$ cat src/rtl/mod_pkg.sv
// Shared definitions for mod_dds_engine: mode encodings, PN generator taps, midscale helper.
package mod_pkg;

   localparam logic [1:0] MODE_ASK   = 2'b00;
   localparam logic [1:0] MODE_FSK   = 2'b01;
   localparam logic [1:0] MODE_BPSK  = 2'b10;
   localparam logic [1:0] MODE_DBPSK = 2'b11;

   localparam int PN_MAX = 15;

   // Fibonacci feedback mask over the register; bit n stands for the x^(n+1) term.
   function automatic logic [PN_MAX-1:0] lfsr_taps(input int pn_len);
      case (pn_len)
         9:       return 15'h0110;
         15:      return 15'h6000;
         default: return 15'h0060;
      endcase
   endfunction

   function automatic int midscale(input int data_w);
      return 1 << (data_w - 1);
   endfunction

endpackage

$ cat src/rtl/sine_lut.sv
// Registered sine lookup; the table is computed at elaboration from a first-quadrant magnitude.
// Build option MOD_QUARTER_LUT_EN keeps only the first quadrant and rebuilds the rest by symmetry.
module sine_lut
   import mod_pkg::*;
#(
   parameter int LUT_AW = 8,
   parameter int DATA_W = 10
) (
   input  logic              clk,
   input  logic              reset,
   input  logic [LUT_AW-1:0] addr,
   output logic [DATA_W-1:0] data
);

   localparam int N = 1 << LUT_AW;
   localparam int Q = N / 4;
   localparam int M = midscale(DATA_W);
   localparam logic [DATA_W-1:0] MID = DATA_W'(M);

   // round((M-1)*sin(pi/2 * k/Q)) for k in 0..Q, via a Taylor series on [0, pi/2]
   function automatic int quarter_mag(input int k);
      real x;
      real term;
      real sum;
      x = 1.5707963267948966 * real'(k) / real'(Q);
      term = x;
      sum = x;
      for (int n = 1; n < 12; n++) begin
         term = -term * x * x / real'((2 * n) * (2 * n + 1));
         sum = sum + term;
      end
      return $rtoi(real'(M - 1) * sum + 0.5);
   endfunction

`ifdef MOD_QUARTER_LUT_EN
   localparam logic [LUT_AW-2:0] QV = (LUT_AW-1)'(Q);

   logic [DATA_W-1:0] rom [Q+1];
   logic [LUT_AW-3:0] low;
   logic [LUT_AW-2:0] qidx;
   logic [DATA_W-1:0] qval;

   for (genvar g = 0; g <= Q; g++) begin : g_rom
      assign rom[g] = DATA_W'(M + quarter_mag(g));
   end

   // Odd quadrants mirror the address; the lower half reflects about M (2M - v == -v mod 2^DATA_W).
   always_comb begin
      low  = addr[LUT_AW-3:0];
      qidx = addr[LUT_AW-2] ? (QV - {1'b0, low}) : {1'b0, low};
      qval = rom[qidx];
   end

   always_ff @(posedge clk) begin
      if (reset) data <= MID;
      else       data <= addr[LUT_AW-1] ? (-qval) : qval;
   end
`else
   function automatic int full_entry(input int k);
      int quad;
      int low_k;
      int mag;
      quad  = k / Q;
      low_k = k % Q;
      mag   = quarter_mag((quad == 1 || quad == 3) ? (Q - low_k) : low_k);
      return (quad >= 2) ? (M - mag) : (M + mag);
   endfunction

   logic [DATA_W-1:0] rom [N];

   for (genvar g = 0; g < N; g++) begin : g_rom
      assign rom[g] = DATA_W'(full_entry(g));
   end

   always_ff @(posedge clk) begin
      if (reset) data <= MID;
      else       data <= rom[addr];
   end
`endif

endmodule

$ cat src/rtl/mod_dds_engine.sv
// Pipelined DDS modulator: PN symbols, two carriers and an ASK/FSK/BPSK/DBPSK sample stream.
// MOD_QUARTER_LUT_EN (inside sine_lut) swaps the full sine table for a quarter-wave one.
module mod_dds_engine
   import mod_pkg::*;
#(
   parameter int ACC_W   = 32,
   parameter int LUT_AW  = 8,
   parameter int DATA_W  = 10,
   parameter int PN_LEN  = 7,
   parameter int SYM_DIV = 100000
) (
   input  logic              clk,
   input  logic              reset,
   input  logic [1:0]        mode_sel,
   input  logic              mode_load,
   input  logic [ACC_W-1:0]  fcw0,
   input  logic [ACC_W-1:0]  fcw1,
   input  logic              sample_ready,
   output logic              sample_valid,
   output logic [DATA_W-1:0] sample_data,
   output logic              pn_bit,
   output logic              diff_bit,
   output logic              sym_strobe,
   output logic [1:0]        mode_active
);

   localparam int CNT_W = (SYM_DIV > 1) ? $clog2(SYM_DIV) : 1;
   localparam logic [CNT_W-1:0]  CNT_LAST = CNT_W'(SYM_DIV - 1);
   localparam logic [PN_MAX-1:0] TAPS_ALL = lfsr_taps(PN_LEN);
   localparam logic [PN_LEN-1:0] TAPS     = TAPS_ALL[PN_LEN-1:0];
   localparam logic [DATA_W-1:0] MID      = DATA_W'(midscale(DATA_W));
   localparam logic [LUT_AW-1:0] HALF     = LUT_AW'(1) << (LUT_AW - 1);

   logic [ACC_W-1:0]  acc0, acc1;
   logic [CNT_W-1:0]  cnt;
   logic [PN_LEN-1:0] lfsr;
   logic              fb;
   logic [1:0]        pending;

   logic              b;
   logic [LUT_AW-1:0] sel_addr;
   logic              sel_mid;
   logic [LUT_AW-1:0] addr_r;
   logic              mid1, mid2, v1, v2;
   logic [DATA_W-1:0] lut_data;

   assign sym_strobe = (cnt == CNT_LAST);
   assign fb         = ^(lfsr & TAPS);
   assign pn_bit     = lfsr[0];

   always_ff @(posedge clk) begin
      if (reset) begin
         acc0        <= '0;
         acc1        <= '0;
         cnt         <= '0;
         lfsr        <= '1;
         diff_bit    <= 1'b0;
         pending     <= MODE_ASK;
         mode_active <= MODE_ASK;
      end else begin
         acc0 <= acc0 + fcw0;
         acc1 <= acc1 + fcw1;
         cnt  <= sym_strobe ? '0 : cnt + CNT_W'(1);
         if (mode_load) pending <= mode_sel;
         // A load in the strobe cycle bypasses the pending register so it lands on this boundary.
         if (sym_strobe) begin
            lfsr        <= {lfsr[PN_LEN-2:0], fb};
            diff_bit    <= diff_bit ^ fb;
            mode_active <= mode_load ? mode_sel : pending;
         end
      end
   end

   // Stage 1 input: pick carrier/phase from the current symbol and mode.
   always_comb begin
      b        = (mode_active == MODE_DBPSK) ? diff_bit : pn_bit;
      sel_addr = acc0[ACC_W-1 -: LUT_AW];
      sel_mid  = 1'b0;
      case (mode_active)
         MODE_ASK: sel_mid = !b;
         MODE_FSK: if (b) sel_addr = acc1[ACC_W-1 -: LUT_AW];
         default:  if (!b) sel_addr = acc0[ACC_W-1 -: LUT_AW] ^ HALF;
      endcase
   end

   sine_lut #(
      .LUT_AW (LUT_AW),
      .DATA_W (DATA_W)
   ) u_lut (
      .clk   (clk),
      .reset (reset),
      .addr  (addr_r),
      .data  (lut_data)
   );

   // Handshake: a sample transfers in any cycle with sample_valid && sample_ready. The output
   // register refills with the newest sample whenever it is empty or being taken; while stalled
   // it holds, and the still-running pipeline's samples are dropped (latest-sample decimation).
   always_ff @(posedge clk) begin
      if (reset) begin
         addr_r       <= '0;
         mid1         <= 1'b0;
         mid2         <= 1'b0;
         v1           <= 1'b0;
         v2           <= 1'b0;
         sample_valid <= 1'b0;
         sample_data  <= MID;
      end else begin
         addr_r <= sel_addr;
         mid1   <= sel_mid;
         v1     <= 1'b1;
         mid2   <= mid1;
         v2     <= v1;
         if (v2 && (!sample_valid || sample_ready)) begin
            sample_valid <= 1'b1;
            sample_data  <= mid2 ? MID : lut_data;
         end
      end
   end

endmodule

$ cat config.mk
export PLATFORM = sky130hd
export DESIGN_NAME = mod_dds_engine
export DESIGN_NICKNAME = d
export VERILOG_FILES = /design/src/rtl/mod_pkg.sv /design/src/rtl/sine_lut.sv /design/src/rtl/mod_dds_engine.sv
export SDC_FILE = /design/constraint.sdc
export NUM_CORES = 1
export LEC_CHECK = 0
export CAP_MARGIN = 20
export CORE_MARGIN = 3
export CORE_UTILIZATION = 33
export DETAILED_ROUTE_END_ITERATION = 7
export SETUP_SLACK_MARGIN = 0.15
export SYNTH_ARGS = -nofsm -noshare
export SYNTH_HDL_FRONTEND = slang
export SYNTH_SLANG_ARGS = --single-unit
$ cat constraint.sdc
create_clock -name clk -period 3.5 [get_ports clk]
set_clock_uncertainty 0.15 [all_clocks]
set_input_delay 0.525 -clock clk [delete_from_list [all_inputs] [get_ports clk]]
set_output_delay 0.525 -clock clk [all_outputs]
set_load 0.05 [all_outputs]
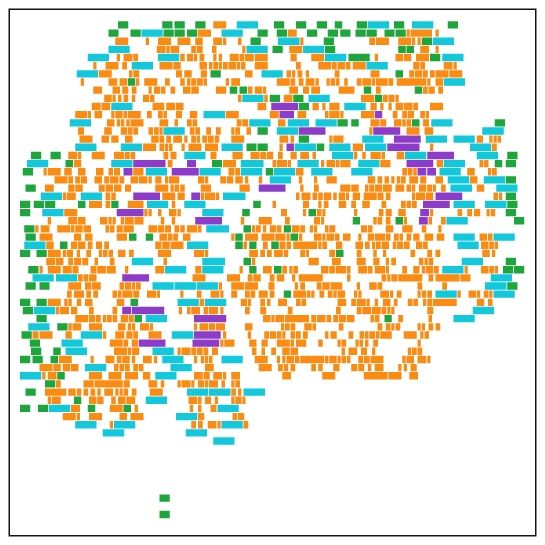
(run_1/class_map.png)
(3 px per um)
| color | class | cells |
|---|---|---|
| green | remaining buffers and delay cells | 131 |
| orange | remaining logic cells | 1019 |
| purple | clock drivers and dummy loads | 32 |
| cyan | registers | 126 |
cell area after layout: 11500 um^2
cell row count: 61

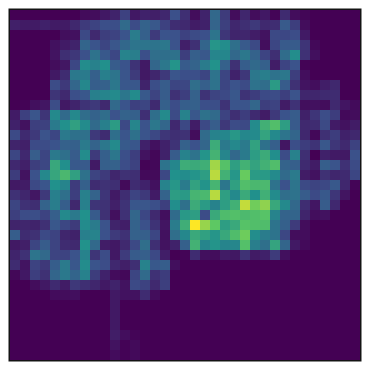
(run_1/route_heat.png)
(2 px per um) 35 x 35 tiles, from dark purple (low) to yellow (high), scaled to the fullest tile. Values are wire area over tile area, all layers added.
fullest tile: 0.76
densest ninth of the die: middle
tiles over half the peak: 7.5%
emptiest ninth of the die: bottom right
nearly empty tiles: 33%
mean over tiles: 0.14
via count: 9144
wire per inst: 15.7 um

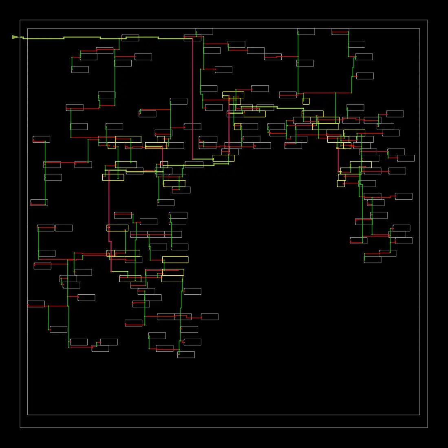
(run_1/clock_nets.png)
flip-flops: 126
cts bufs inserted: 17
Late-Pin Clk Latency: 0.42 ns
CTS Sinks: 126

==> flow_summary.ini, run 1 <==
; flow metrics
[clock_network]
clockRootBuffer = clkbuf_16
cts_hold_buf = 0
tritoncts = built
postCtsSetupRepairBufs = 0
htreeDepth = 4

[timing]
finalSetupViolations = 0
worst_pin_slew_ns = 1.07
tns_ns = 0
fin_ws_ns = 0.259
rsz0062_at_grt = no
whs_ns = 0.287
finalCritPeriodShare = 0.926
fin_crit_ns = 3.24

[routing]
wl_met2_um = 11700
vias_per_cell = 5.42
drtPass1Iterations = 6
drtAntennaViolNets = 0
met3_length_um = 1580
wl_met1_um = 12600
dr.max_layer_used = met4

[final_layout]
nNonClkInverters = 30
n_clock_buffer = 18
logic_area_um2 = 6500
drive_gt1_frac = 0.0902
dominant_cells = combinational gates
signal_buffers = 131
comb_area_frac = 0.567
syn2layout_area_growth_pct = 21.6
sh_seq_area = 0.221
mostFrequentLayoutCell = nor2_1
finish.net_count = 1445
fin_util = 0.410
antenna_cells = 0
clk_share = 0.0562
buf_share = 0.105
fill_cells = 2870
instances_no_fill = 1686
seqCellArea_um2 = 2530
lay_top_cells = nor2_1 (155), dfxtp_1 (122), a21oi_1 (105), nand2_1 (99), o21ai_0 (98)
top_regs = acc0 (32), acc1 (32), cnt (17)

[grt]
grt_util_met3 = 0.0332
use_met1 = 0.240
met2_usage = 0.267
grt_max_degree = 105
grt_first_pass_wirelength_um = 43600
overflow = 0
grt_pass1_vias = 8669

[pwr]
switching_share = 0.418
power.leakage_nw = 4.68
power.density_nw_per_um2 = 767
comb_power_mw = 4.76
finalPower_mw = 8.79
ir_worst_vdd_mv = 0.332
maxPowerGroup = combinational cells
pg_seq_mw = 2.08
p_comb_frac = 0.541
pwr-share-seq = 0.237
power_switching_mw = 3.68

[placed_design]
dp_cells = 1654
globalplace.congestion = 0.917
io_buffers = 85
pre_cts_ws_ns = -0.186
dp.final_hpwl_um = 19400
dpl-instance-area_um2 = 10800

[synthesis]
ys_sh_mux = 0.0477
yosys.area_share.aoi = 0.260
syn_avg_cell_area_um2 = 7.71
synth_seq_share = 0.268
synth_nets = 1372
yosys_cells = 1222
synth_xor_xnor_area_share = 0.0567
synthDominantCellAreaShare = 0.268
common_cells = nor2_1 (155), dfxtp_1 (126), a21oi_1 (105)
syn_area_um2 = 9420
ff_type = dfxtp_1
ys.flops = 126
yosysWarnings = 0
edf_count = 0
synth.most_common_cell = nor2_1
topCellsByArea = dfxtp_1 (27%), ha_1 (10%), nor2_1 (6.2%)
synthAdderAreaFrac = 0.108
top_area_cell = dfxtp_1

[worst_setup_path]
timing.rr.end = acc1[28]
worstSetupEndpointType = flip-flop
endpoint = acc1[28]
crit_type = in -> reg
path_buffers = 1
cp_top_family = AND-OR/OR-AND gates
worstPathCellList = clkdlybuf4s50_1, ha_1, fa_1, a21o_1, a221oi_4, o211ai_2, nand3_2, nand2_2, o311a_1, o31a_1, mux2_4
cp-startpoint = fcw1[0]
cp.required_ns = 3.64
worst_path_max_delay_cell = clkdlybuf4s50_1
reg2regPathDepth = 10
r2r_slack_ns = 0.51

[floorplan]
fp-utilization = 0.337
fp.dieH_um = 175
nWellTaps = 378
io_pins = 86
die_area_um2 = 30600

[run]
drv_cap = 0
warning_count = 40

[worst_hold_path]
holdCritStartpoint = v1
min_to = v2
hold_depth = 1

[status]
status = completed
## Run 2: what changed since run 1
- CTS_CLUSTER_DIAMETER: not set -> 50
==> flow_summary.ini, run 2 <==
; flow metrics
[worst_setup_path]
crit_type = in -> reg
timing.rr.end = acc1[28]
path_buffers = 1
worstSetupEndpointType = flip-flop
cp-startpoint = fcw1[0]
r2r_slack_ns = 0.51

[synthesis]
synth_nets = 1372
top_area_cell = dfxtp_1
synth_xor_xnor_area_share = 0.0567
yosysWarnings = 0
yosys.area_share.aoi = 0.260
syn_avg_cell_area_um2 = 7.71
synth_seq_share = 0.268
synthDominantCellAreaShare = 0.268
ys_sh_mux = 0.0477
yosys_cells = 1222
synthAdderAreaFrac = 0.108
topCellsByArea = dfxtp_1 (27%), ha_1 (10%), nor2_1 (6.2%)
ys.flops = 126
ff_type = dfxtp_1
common_cells = nor2_1 (155), dfxtp_1 (126), a21oi_1 (105)
syn_area_um2 = 9420
synth.most_common_cell = nor2_1

[final_layout]
dominant_cells = combinational gates
logic_area_um2 = 6500
fill_cells = 2870
syn2layout_area_growth_pct = 21.6
seq_cells = 126
drive_gt1_frac = 0.0902
antenna_cells = 0
seqCellArea_um2 = 2530
lay_top_cells = nor2_1 (155), dfxtp_1 (122), a21oi_1 (105), nand2_1 (99), o21ai_0 (98)
final_cell_area_um2 = 11500
mostFrequentLayoutCell = nor2_1
comb_area_frac = 0.567
buf_share = 0.105

[grt]
met2_usage = 0.267
grt_first_pass_wirelength_um = 43600
overflow = 0
grt_util_met3 = 0.0332

[worst_hold_path]
hold_depth = 1

[floorplan]
fp-row-count = 61
io_pins = 86
fp-utilization = 0.337
fp.dieH_um = 175
die_area_um2 = 30600

[placed_design]
dpl-instance-area_um2 = 10800
pre_cts_ws_ns = -0.186
io_buffers = 85
globalplace.congestion = 0.917
dp.final_hpwl_um = 19400
dp_cells = 1654

[routing]
post_drt_wl_per_cell_um = 15.7
wl_met2_um = 11700
vias_per_cell = 5.42
drtPass1Iterations = 6
vias = 9144
wl_met1_um = 12600
met3_length_um = 1580
dr.max_layer_used = met4

[clock_network]
tritoncts = built
numCtsBuffers = 17
postCtsSetupRepairBufs = 0
clockRootBuffer = clkbuf_16
worstSkewPairLatency_ns = 0.42
clock-sinks = 126

[pwr]
p_comb_frac = 0.541
finalPower_mw = 8.79
pwr-share-seq = 0.237
power.density_nw_per_um2 = 767
switching_share = 0.418
power_switching_mw = 3.68
maxPowerGroup = combinational cells
power.leakage_nw = 4.68
comb_power_mw = 4.76

[timing]
worst_pin_slew_ns = 1.07
rsz0062_at_grt = no
fin_ws_ns = 0.259
whs_ns = 0.287
tns_ns = 0
finalCritPeriodShare = 0.926

[status]
status = completed

[run]
drv_cap = 0
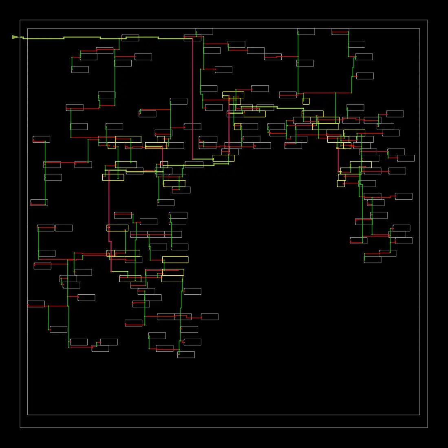
(run_2/clock_nets.png)
Clk power: 1.95 mW
Clock Buffer Count: 18

## Run 3: what changed since run 2
==> constraint.sdc (replaced) <==
create_clock -name clk -period 3.5 [get_ports clk]
set_clock_uncertainty 0.15 [all_clocks]
set_input_delay 1.05 -clock clk [delete_from_list [all_inputs] [get_ports clk]]
set_output_delay 1.05 -clock clk [all_outputs]
set_load 0.05 [all_outputs]
==> flow_summary.ini, run 3 <==
; flow metrics
[routing]
dr.max_layer_used = met4
post_drt_wl_per_cell_um = 15.6
met3_length_um = 1530
drtPass1Iterations = 5
vias_per_cell = 5.37
wl_met1_um = 13300
drtAntennaViolNets = 0
wl_met2_um = 12700
drt_iter0_drc = 886

[final_layout]
final_cell_area_um2 = 12500
fin_util = 0.448
syn2layout_area_growth_pct = 32.8
top_regs = acc0 (32), acc1 (32), cnt (17)
n_clock_buffer = 22
instances_no_fill = 1792
mostFrequentLayoutCell = nor2_1
lay_top_cells = nor2_1 (155), buf_4 (153), dfxtp_1 (122), nand2_1 (98), a21oi_1 (97)
seq_cells = 126
dominant_cells = combinational gates
seqCellArea_um2 = 2530
sh_seq_area = 0.202
antenna_cells = 0
buf_share = 0.160
logic_area_um2 = 6790
fill_cells = 2811
nNonClkInverters = 30
drive_gt1_frac = 0.185
finish.net_count = 1551
clk_share = 0.0488
comb_area_frac = 0.543
signal_buffers = 237

[worst_setup_path]
reg2regPathDepth = 9
path_buffers = 1
cp.required_ns = 3.66
arrival_ns = 3.49
endpoint = acc0[25]
worstPathCellList = clkdlybuf4s50_1, ha_4, a21oi_2, o21ai_1, o2111a_2, o21ai_4, o31ai_4, or2_1, a41oi_2, mux2_2
cp-startpoint = fcw0[4]
max_stage_delay_ns = 0.51
worstSetupEndpointType = flip-flop
r2r_slack_ns = 0.65
timing.rr.end = u_lut.data[4]
crit_type = in -> reg
worst_path_max_delay_cell = clkdlybuf4s50_1
cp_top_family = AND-OR/OR-AND gates

[synthesis]
synth_seq_share = 0.268
syn_area_um2 = 9420
yosys_cells = 1222
common_cells = nor2_1 (155), dfxtp_1 (126), a21oi_1 (105)
synth_nets = 1372
yosys.area_share.aoi = 0.260
synth.distinct_cells = 77
syn_avg_cell_area_um2 = 7.71
edf_count = 0
ys_sh_mux = 0.0477
ff_type = dfxtp_1
top_logic_kind = AND-OR/OR-AND gates
topCellsByArea = dfxtp_1 (27%), ha_1 (10%), nor2_1 (6.2%)
synth_xor_xnor_area_share = 0.0567
synthAdderAreaFrac = 0.108
synthDominantCellAreaShare = 0.268
ys.flops = 126
top_area_cell = dfxtp_1
yosysWarnings = 0
synth.most_common_cell = nor2_1

[placed_design]
pre_cts_ws_ns = -0.603
io_buffers = 85
dp.final_hpwl_um = 20400
dpl-instance-area_um2 = 11600
globalplace.congestion = 0.945
dp_cells = 1753

[floorplan]
fp.dieH_um = 175
nWellTaps = 378
fp-utilization = 0.337
fp-row-count = 61
die_area_um2 = 30600
io_pins = 86

[grt]
grt_pass1_vias = 9075
grt_max_degree = 73
met2_usage = 0.284
overflow = 0
grt_first_pass_wirelength_um = 45500
use_met1 = 0.253

[pwr]
powerClk_mw = 1.84
power_switching_mw = 3.89
comb_power_mw = 5.69
pwr-share-seq = 0.215
power.density_nw_per_um2 = 766
finalPower_mw = 9.58
switching_share = 0.406
p_comb_frac = 0.593
power.leakage_nw = 5.27
maxPowerGroup = combinational cells
ir_worst_vdd_mv = 0.347
pg_seq_mw = 2.06

[timing]
worst_pin_slew_ns = 0.768
fin_crit_ns = 3.33
tns_ns = 0
hold_viol = 0
rsz0062_at_grt = yes
finalSetupViolations = 0
whs_ns = 0.287
finalCritPeriodShare = 0.952
fin_ws_ns = 0.167

[clock_network]
clockRootBuffer = clkbuf_16
worstSkewPairLatency_ns = 0.42
clock-sinks = 126
htreeDepth = 4
cts_hold_buf = 0
tritoncts = built
postCtsSetupRepairBufs = 3
numCtsBuffers = 17
clk_pin_slew_ns = 0.06

[run]
drv_cap = 0
warning_count = 41

[worst_hold_path]
min_to = v2
holdCritStartpoint = v1
hold_depth = 1

[status]
status = completed
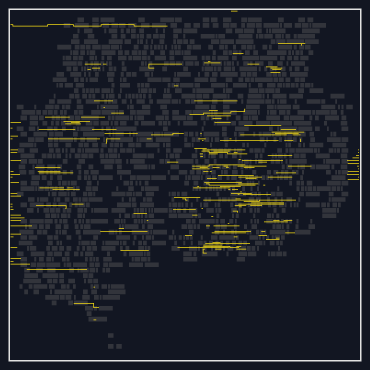
(run_3/m3.png)
(2 px per um) Cells faint in the background.
share of all routed wire: 5.4%
longest straight run: 29.9 um
wire length on this layer: 1530 um
nets with wire on the layer: 144
met3 GRT Util: 0.0248
via count: 9621
DRT Wirelength: 28000 um


==> screenshots <==
Cells by drive strength.
(1.5 px per um)
panel A
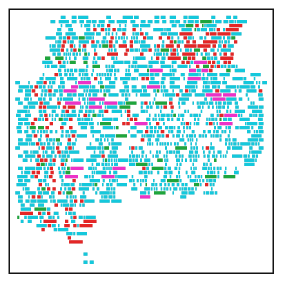
panel B
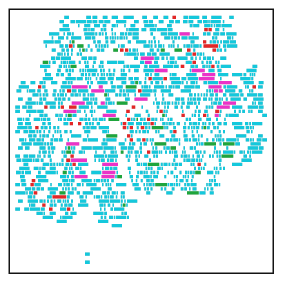
panel B -> run 1
panel A -> run 3

Power figures rest on the tool's default switching activity, not on a simulated workload.
